`config.mk`:
```
export PLATFORM = sky130hd
export DESIGN_NAME = seg_scan_mux
export DESIGN_NICKNAME = d
export VERILOG_FILES = /design/src/rtl/seg_pkg.sv /design/src/rtl/scan_timer.sv /design/src/rtl/seg_scan_mux.sv
export SDC_FILE = /design/constraint.sdc
export NUM_CORES = 1
export LEC_CHECK = 0
export CAP_MARGIN = 0
export CORE_ASPECT_RATIO = 0.75
export CORE_MARGIN = 2
export CORE_UTILIZATION = 53
export DETAILED_ROUTE_END_ITERATION = 16
export GPL_TIMING_DRIVEN = 0
export PLACE_DENSITY_LB_ADDON = 0.3
export SYNTH_ARGS = -nofsm -noshare
export SYNTH_HDL_FRONTEND = slang
export SYNTH_HIERARCHICAL = 1
export SYNTH_SLANG_ARGS = --single-unit
```
`constraint.sdc`:
```
create_clock -name clk -period 3.7 [get_ports clk]
set_clock_uncertainty 0.2 [all_clocks]
set_input_delay 1.11 -clock clk [delete_from_list [all_inputs] [get_ports clk]]
set_output_delay 1.11 -clock clk [all_outputs]
set_load 0.05 [all_outputs]
```
`src/rtl/seg_pkg.sv`:
```
// Shared constants for the 7-segment path: active-low segment codes, digit
// indices and the digit-enable helper used by the scan multiplexer.
package seg_pkg;

  localparam logic [6:0] SEG_BLANK = 7'b1111111;
  localparam logic [6:0] SEG_ZERO  = 7'b0000001;
  localparam logic [3:0] AN_OFF    = 4'b1111;

  localparam logic [1:0] DIG_U = 2'd0;
  localparam logic [1:0] DIG_D = 2'd1;
  localparam logic [1:0] DIG_C = 2'd2;
  localparam logic [1:0] DIG_M = 2'd3;

  // Active-low a..g (bit6..bit0); entry n is the code for digit n.
  localparam logic [9:0][6:0] SEG_DIGIT = {
    7'b0000100,  // 9
    7'b0000000,  // 8
    7'b0001111,  // 7
    7'b0100000,  // 6
    7'b0100100,  // 5
    7'b1001100,  // 4
    7'b0000110,  // 3
    7'b0010010,  // 2
    7'b1001111,  // 1
    7'b0000001   // 0
  };

  // One frame of digit codes, index = digit position (DIG_U..DIG_M).
  typedef logic [3:0][6:0] seg_frame_t;

  function automatic logic [3:0] an_sel(input logic [1:0] i);
    return ~(4'b0001 << i);
  endfunction

endpackage

```
`src/rtl/scan_timer.sv`:
```
// Digit-slot timer: cnt walks 0..DIV-1 per slot, idx walks the four digits.
// Flags the frame start and the dead-time portion of each slot.
module scan_timer #(
  parameter int DIV       = 50000,
  parameter int BLANK_CYC = 500
) (
  input  logic       clk,
  input  logic       rst,
  input  logic       en,
  output logic       frame_start,
  output logic       in_blank,
  output logic [1:0] idx
);

  localparam int CW = $clog2(DIV);
  localparam logic [CW-1:0] CNT_MAX = CW'(DIV - 1);

  logic [CW-1:0] cnt;

  always_ff @(posedge clk) begin
    if (rst || !en) begin
      cnt <= '0;
      idx <= '0;
    end else if (cnt == CNT_MAX) begin
      cnt <= '0;
      idx <= idx + 2'd1;
    end else begin
      cnt <= cnt + 1'b1;
    end
  end

  assign frame_start = en && (idx == 2'd0) && (cnt == '0);

  // No dead time configured: avoid a constant-false unsigned compare.
  generate
    if (BLANK_CYC == 0) begin : g_noblank
      assign in_blank = 1'b0;
    end else begin : g_blank
      localparam logic [CW-1:0] BLANK_C = CW'(BLANK_CYC);
      assign in_blank = (cnt < BLANK_C);
    end
  endgenerate

endmodule

```
`src/rtl/seg_scan_mux.sv`:
```
// Time-multiplexes four active-low 7-segment codes onto one segment bus with
// dead-time blanking, leading-zero suppression and frame-coherent sampling.
module seg_scan_mux
  import seg_pkg::*;
#(
  parameter int DIV       = 50000,
  parameter int BLANK_CYC = 500,
  parameter bit LZB       = 1'b1
) (
  input  logic       clk,
  input  logic       rst,
  input  logic       en,
  input  logic [6:0] Uconv,
  input  logic [6:0] Dconv,
  input  logic [6:0] Cconv,
  input  logic [6:0] Mconv,
  output logic [6:0] seg,
  output logic [3:0] an,
  output logic       frame_tick
);

  logic       frame_start;
  logic       in_blank;
  logic [1:0] idx;

  scan_timer #(
    .DIV       (DIV),
    .BLANK_CYC (BLANK_CYC)
  ) u_timer (
    .clk         (clk),
    .rst         (rst),
    .en          (en),
    .frame_start (frame_start),
    .in_blank    (in_blank),
    .idx         (idx)
  );

  seg_frame_t snap;
  seg_frame_t snap_nxt;
  logic [3:0] sup;
  logic       show;

  // The output register reads the snapshot being loaded on a frame-start edge,
  // so with no dead time the units digit already shows the new frame's code.
  assign snap_nxt = frame_start ? {Mconv, Cconv, Dconv, Uconv} : snap;

  always_comb begin
    sup        = 4'b0000;
    sup[DIG_M] = LZB && (snap_nxt[DIG_M] == SEG_ZERO);
    sup[DIG_C] = sup[DIG_M] && (snap_nxt[DIG_C] == SEG_ZERO);
    sup[DIG_D] = sup[DIG_C] && (snap_nxt[DIG_D] == SEG_ZERO);
  end

  assign show = en && !in_blank && !sup[idx];

  always_ff @(posedge clk) begin
    if (rst) begin
      snap       <= {4{SEG_BLANK}};
      frame_tick <= 1'b0;
      seg        <= SEG_BLANK;
      an         <= AN_OFF;
    end else begin
      frame_tick <= frame_start;
      if (frame_start) snap <= snap_nxt;
      if (show) begin
        an  <= an_sel(idx);
        seg <= snap_nxt[idx];
      end else begin
        an  <= AN_OFF;
        seg <= SEG_BLANK;
      end
    end
  end

endmodule

```
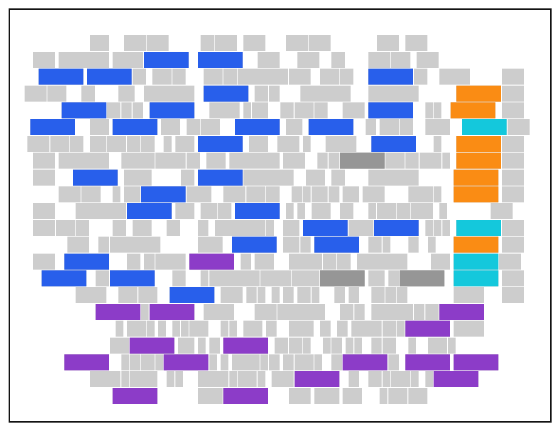
Fig. 1. Sequential cells coloured by netlist name (run 1).
purple -> `u_timer/cnt`  # sequential cells 16
orange -> `seg`  # sequential cells 7
cyan -> `an`  # sequential cells 4, where middle right
blue -> `snap`  # sequential cells 28
not coloured = 3

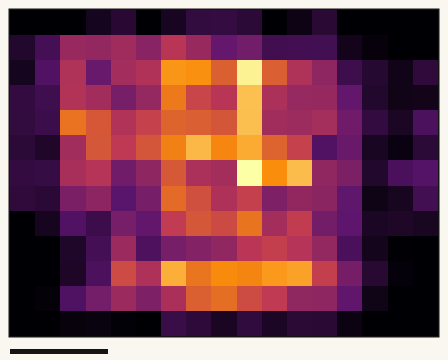
Fig. 2. Routed metal per tile (run 1).
Bar = 20 um. The die is cut into 17 by 13 equal tiles; black is low, pale yellow is high, scaled to the fullest tile. Values are wire area over tile area, all layers added.
mean over tiles = 0.21
tiles over half the peak = 22%
fullest tile = 0.68
nearly empty tiles = 15%
densest ninth of the die = centre

==> flow_summary.json, run 1 <==
{
  "status": "completed",
  "biggestCellCategory": "multi-input combinational cells",
  "edf_count": 0,
  "worst-slew-pin-transition_ps": 572.9,
  "yosys_area_mm2": 0.002766,
  "slew_headroom_pct": 61.81,
  "grt_use_met1_pct": 36.48,
  "cts_buffers": 9,
  "tap_cells": 60,
  "ant_nets": 0,
  "worst_hold_startpoint": "u_timer/cnt[0]",
  "critical-path-slowest-cell": "clkdlybuf4s50_1",
  "grtUsageTotal_pct": 26.75,
  "yosysCellCount": 278,
  "maxCapViolCount": 0,
  "dp_hpwl_um": 4977,
  "nonClockBufferCount": 59,
  "synth.ff_latch_count": 58,
  "ff_latch_area_mm2": 0.001161,
  "initial_core_util_pct": 55.83,
  "seq_power_share_pct": 47.5,
  "placeableCoreArea_mm2": 0.004955,
  "largest_delay_contributor_family_on_the_critical_path": "buffers and inverters",
  "sum_of_met2_wire_segment_lengths_after_detailed_routing_um": 3091,
  "yosys.area_share.adder_pct": 1.357,
  "syn_area_mm2": 0.002766,
  "combAreaFraction_pct": 43.54,
  "worstReg2RegEnd": "an[1]",
  "avgViaCountPerCell": 5.909,
  "grt_first_pass_wirelength_um": 11310,
  "area_share_nonclk_buffers_pct": 15.05,
  "synth.area.mux_share_pct": 13.07,
  "yosys.area_share.simple_pct": 22.21,
  "synthArstFlopShare_pct": 0,
  "post_route_cells_drive_above_1_share_pct": 14.58,
  "ys_sh_aoi_pct": 12.80,
  "m1WireLength_um": 3103,
  "fin_setup_tns_ps": 0,
  "achievable_clock_frequency_mhz": 271.5,
  "met3_wirelength_um": 815,
  "total_length_of_routed_wires_um": 7114
}
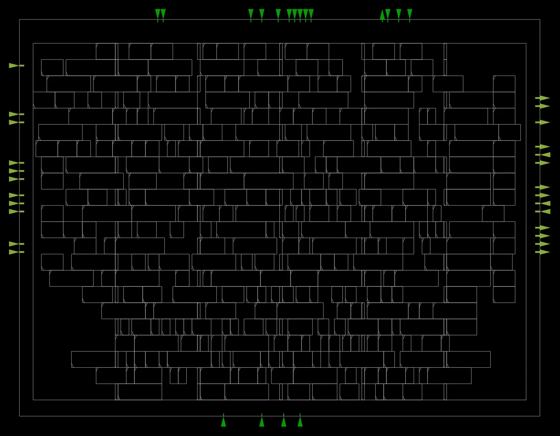
Fig. 3. Placement view (run 1).
fin cells: 396
row cnt: 22
flop share of the area: 32.87%

[run 1: state kept, by name (all words and copies together), names as in the netlist]
signal       count
an               4
frame_tick       1
seg              7
snap            28
u_timer/cnt     16
u_timer/idx      2
[run 1: cell usage after synthesis, types with 2 or more instances]
| master | n | area (um^2) |
|---|---|---|
| o21ai_0 | 5 | 25.02 |
| or3_1 | 3 | 18.77 |
| a21oi_1 | 5 | 25.02 |
| nand3_1 | 9 | 45.04 |
| nand2_1 | 16 | 60.06 |
| a31oi_1 | 2 | 12.51 |
| nor2_1 | 23 | 86.33 |
| clkbuf_1 | 5 | 18.77 |
| xnor2_1 | 11 | 96.34 |
| nor3_1 | 8 | 40.04 |
| inv_1 | 10 | 37.54 |
| nor3b_1 | 3 | 22.52 |
| nand2b_1 | 6 | 37.54 |
| nor4_1 | 8 | 50.05 |
| mux4_2 | 12 | 270.3 |
| or4_1 | 2 | 15.01 |
| buf_4 | 3 | 22.52 |
| a211oi_1 | 2 | 15.01 |
| dfxtp_1 | 58 | 1161 |
| a211o_1 | 23 | 201.4 |
| nand4_1 | 3 | 18.77 |
| or4_4 | 2 | 22.52 |
| mux2i_1 | 8 | 80.08 |
| xor2_1 | 2 | 17.52 |
| nor2b_1 | 24 | 150.1 |
| buf_2 | 6 | 30.03 |
| ha_1 | 3 | 37.54 |
[run 1: power groups by stage]
stage | Clock [mW] | Sequential (mW) | Combinational (mW)
after floorplan | 0 | 0.678 | 0.108
after global placement | 0 | 0.681 | 0.174
after detailed placement | 0 | 0.682 | 0.178
after CTS | 0.555 | 0.668 | 0.182
after global routing | 0.585 | 0.672 | 0.209
final | 0.547 | 0.670 | 0.195
[run 1: timing repair]
item | CTS | global route
buffers inserted | 0 | 1
setup endpoints to repair | 36 | 29
hold buffers | 0 | 0
pin swaps | 0 | 1
gates resized | 4 | 10
==> run 2: changes to the inputs <==
--- a/config.mk
+++ b/config.mk
@@ -5,14 +5,14 @@
 export SDC_FILE = /design/constraint.sdc
 export NUM_CORES = 1
 export LEC_CHECK = 0
+export ABC_AREA = 1
 export CAP_MARGIN = 0
 export CORE_ASPECT_RATIO = 0.75
 export CORE_MARGIN = 2
-export CORE_UTILIZATION = 53
+export CORE_UTILIZATION = 54
 export DETAILED_ROUTE_END_ITERATION = 16
 export GPL_TIMING_DRIVEN = 0
 export PLACE_DENSITY_LB_ADDON = 0.3
 export SYNTH_ARGS = -nofsm -noshare
 export SYNTH_HDL_FRONTEND = slang
-export SYNTH_HIERARCHICAL = 1
 export SYNTH_SLANG_ARGS = --single-unit
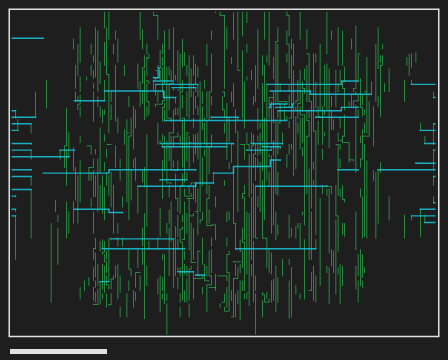
Fig. 4. Signal wires by layer (run 2).
Bar = 20 um. Only two layers are drawn.
green -> metal 2  # wire length 3080 um
cyan -> metal 3  # wire length 437 um
overall global routing resource usage: 25.47%
total length of routed wires: 7017 um
via count of the routed design: 2745
average detailed-routed wire length per instance: 13.14 um

==> flow_summary.json, run 2 <==
{
  "status": "completed",
  "dp_hpwl_um": 5127,
  "yosysCellCount": 401,
  "yosys-top-cells-count": "105 x nand2_1, 67 x inv_1, 58 x dfxtp_1",
  "post_route_cells_drive_above_1_share_pct": 9.586,
  "ys_sh_aoi_pct": 8.604,
  "fin_setup_tns_ps": 0,
  "yosys.area_share.adder_pct": 2.594,
  "synthArstFlopShare_pct": 0,
  "yosys_area_mm2": 0.002894,
  "m1WireLength_um": 3432,
  "worst-slew-pin-transition_ps": 728.2,
  "postCtsResizedCells": 0,
  "avgViaCountPerCell": 5.140,
  "grt_use_met1_pct": 35.02,
  "critical-path-slowest-cell": "clkbuf_1",
  "synthTopCellsByArea": "dfxtp_1 40%, nand2_1 14%, inv_1 8.7%",
  "syn_area_mm2": 0.002894,
  "dominant_power_group": "registers",
  "synth.ff_latch_count": 58,
  "cts_buffers": 9,
  "synth.area.mux_share_pct": 0,
  "grt_first_pass_wirelength_um": 11310,
  "p_seq_mw": 0.656,
  "placeableCoreArea_mm2": 0.005266,
  "edf_count": 0,
  "met3_wirelength_um": 436,
  "yosys.area_share.simple_pct": 36.40,
  "slew_headroom_pct": 51.45,
  "synthDominantAreaCellType": "dfxtp_1",
  "powerComb_mw": 0.179,
  "top_regs": "snap: 28 flops, u_timer.cnt: 16 flops, seg: 7 flops",
  "maxCapViolCount": 0,
  "num_rows": 23,
  "regMostFlops": "snap",
  "achievable_clock_frequency_mhz": 300.4,
  "sum_of_met2_wire_segment_lengths_after_detailed_routing_um": 3082,
  "largest_delay_contributor_family_on_the_critical_path": "buffers and inverters"
}
## run 2: cell types whose count changed after synthesis, sizes merged, moves of 8 or more
cell / previous run / this run
nand2: 16 / 106
inv: 10 / 68
nand3: 9 / 46
nor2b: 24 / 0
a211o: 23 / 0
nand4: 3 / 17
o211ai: 0 / 14
mux4: 12 / 0
xnor2: 11 / 0
nor2: 23 / 33
mux2i: 8 / 0
## run 2: path summary, 6_finish.rpt
kind,slack [ps],endpoint,cells after the start,start
worst max-delay path,370,seg[2],19,u_timer.idx[0]
worst min-delay path,250,snap[8],2,snap[8]
worst max register to register,370,seg[2],19,u_timer.idx[0]
worst min register to register,250,snap[8],2,snap[8]
## run 2: worst reg2reg max path: cells and delay by family (launching register included)
kind,cells,cell delay (ps)
buf+inv,6,1220
fa+ha+maj,1,300
simple gates,12,1120
flops,1,340
## run 2: stage by stage
step / area (um^2) / total power [mW] / instances / hold WS (ps) / util, %
2_1_floorplan: 2894 / 0.7799 / 401 / 224.3 / -
3_3_place_gp: 3408 / 0.8403 / 518 / 234.4 / 64.72
3_5_place_dp: 3408 / 0.8446 / 518 / 237.8 / 64.72
4_1_cts: 3572 / 1.340 / 534 / 253.1 / 67.83
5_1_grt: 3572 / 1.391 / 534 / 288.9 / 67.83
6_report: 3572 / 1.336 / 534 / 253.1 / 67.83
## run 2: cell type report
| class | instances | area [um^2] | area share, % |
|---|---|---|---|
| multi-input combinational | 262 | 1395 | 39.05 |
| buffer | 13 | 82.58 | 2.312 |
| clock buffer | 13 | 148.9 | 4.168 |
| clock inverter | 3 | 15.01 | 0.4203 |
| tap | 75 | 93.84 | 2.627 |
| sequential | 58 | 1161 | 32.50 |
| timing repair buffer | 42 | 420.4 | 11.77 |
| inverter | 68 | 255.2 | 7.145 |
Power is estimated from default activity; no workload was simulated.
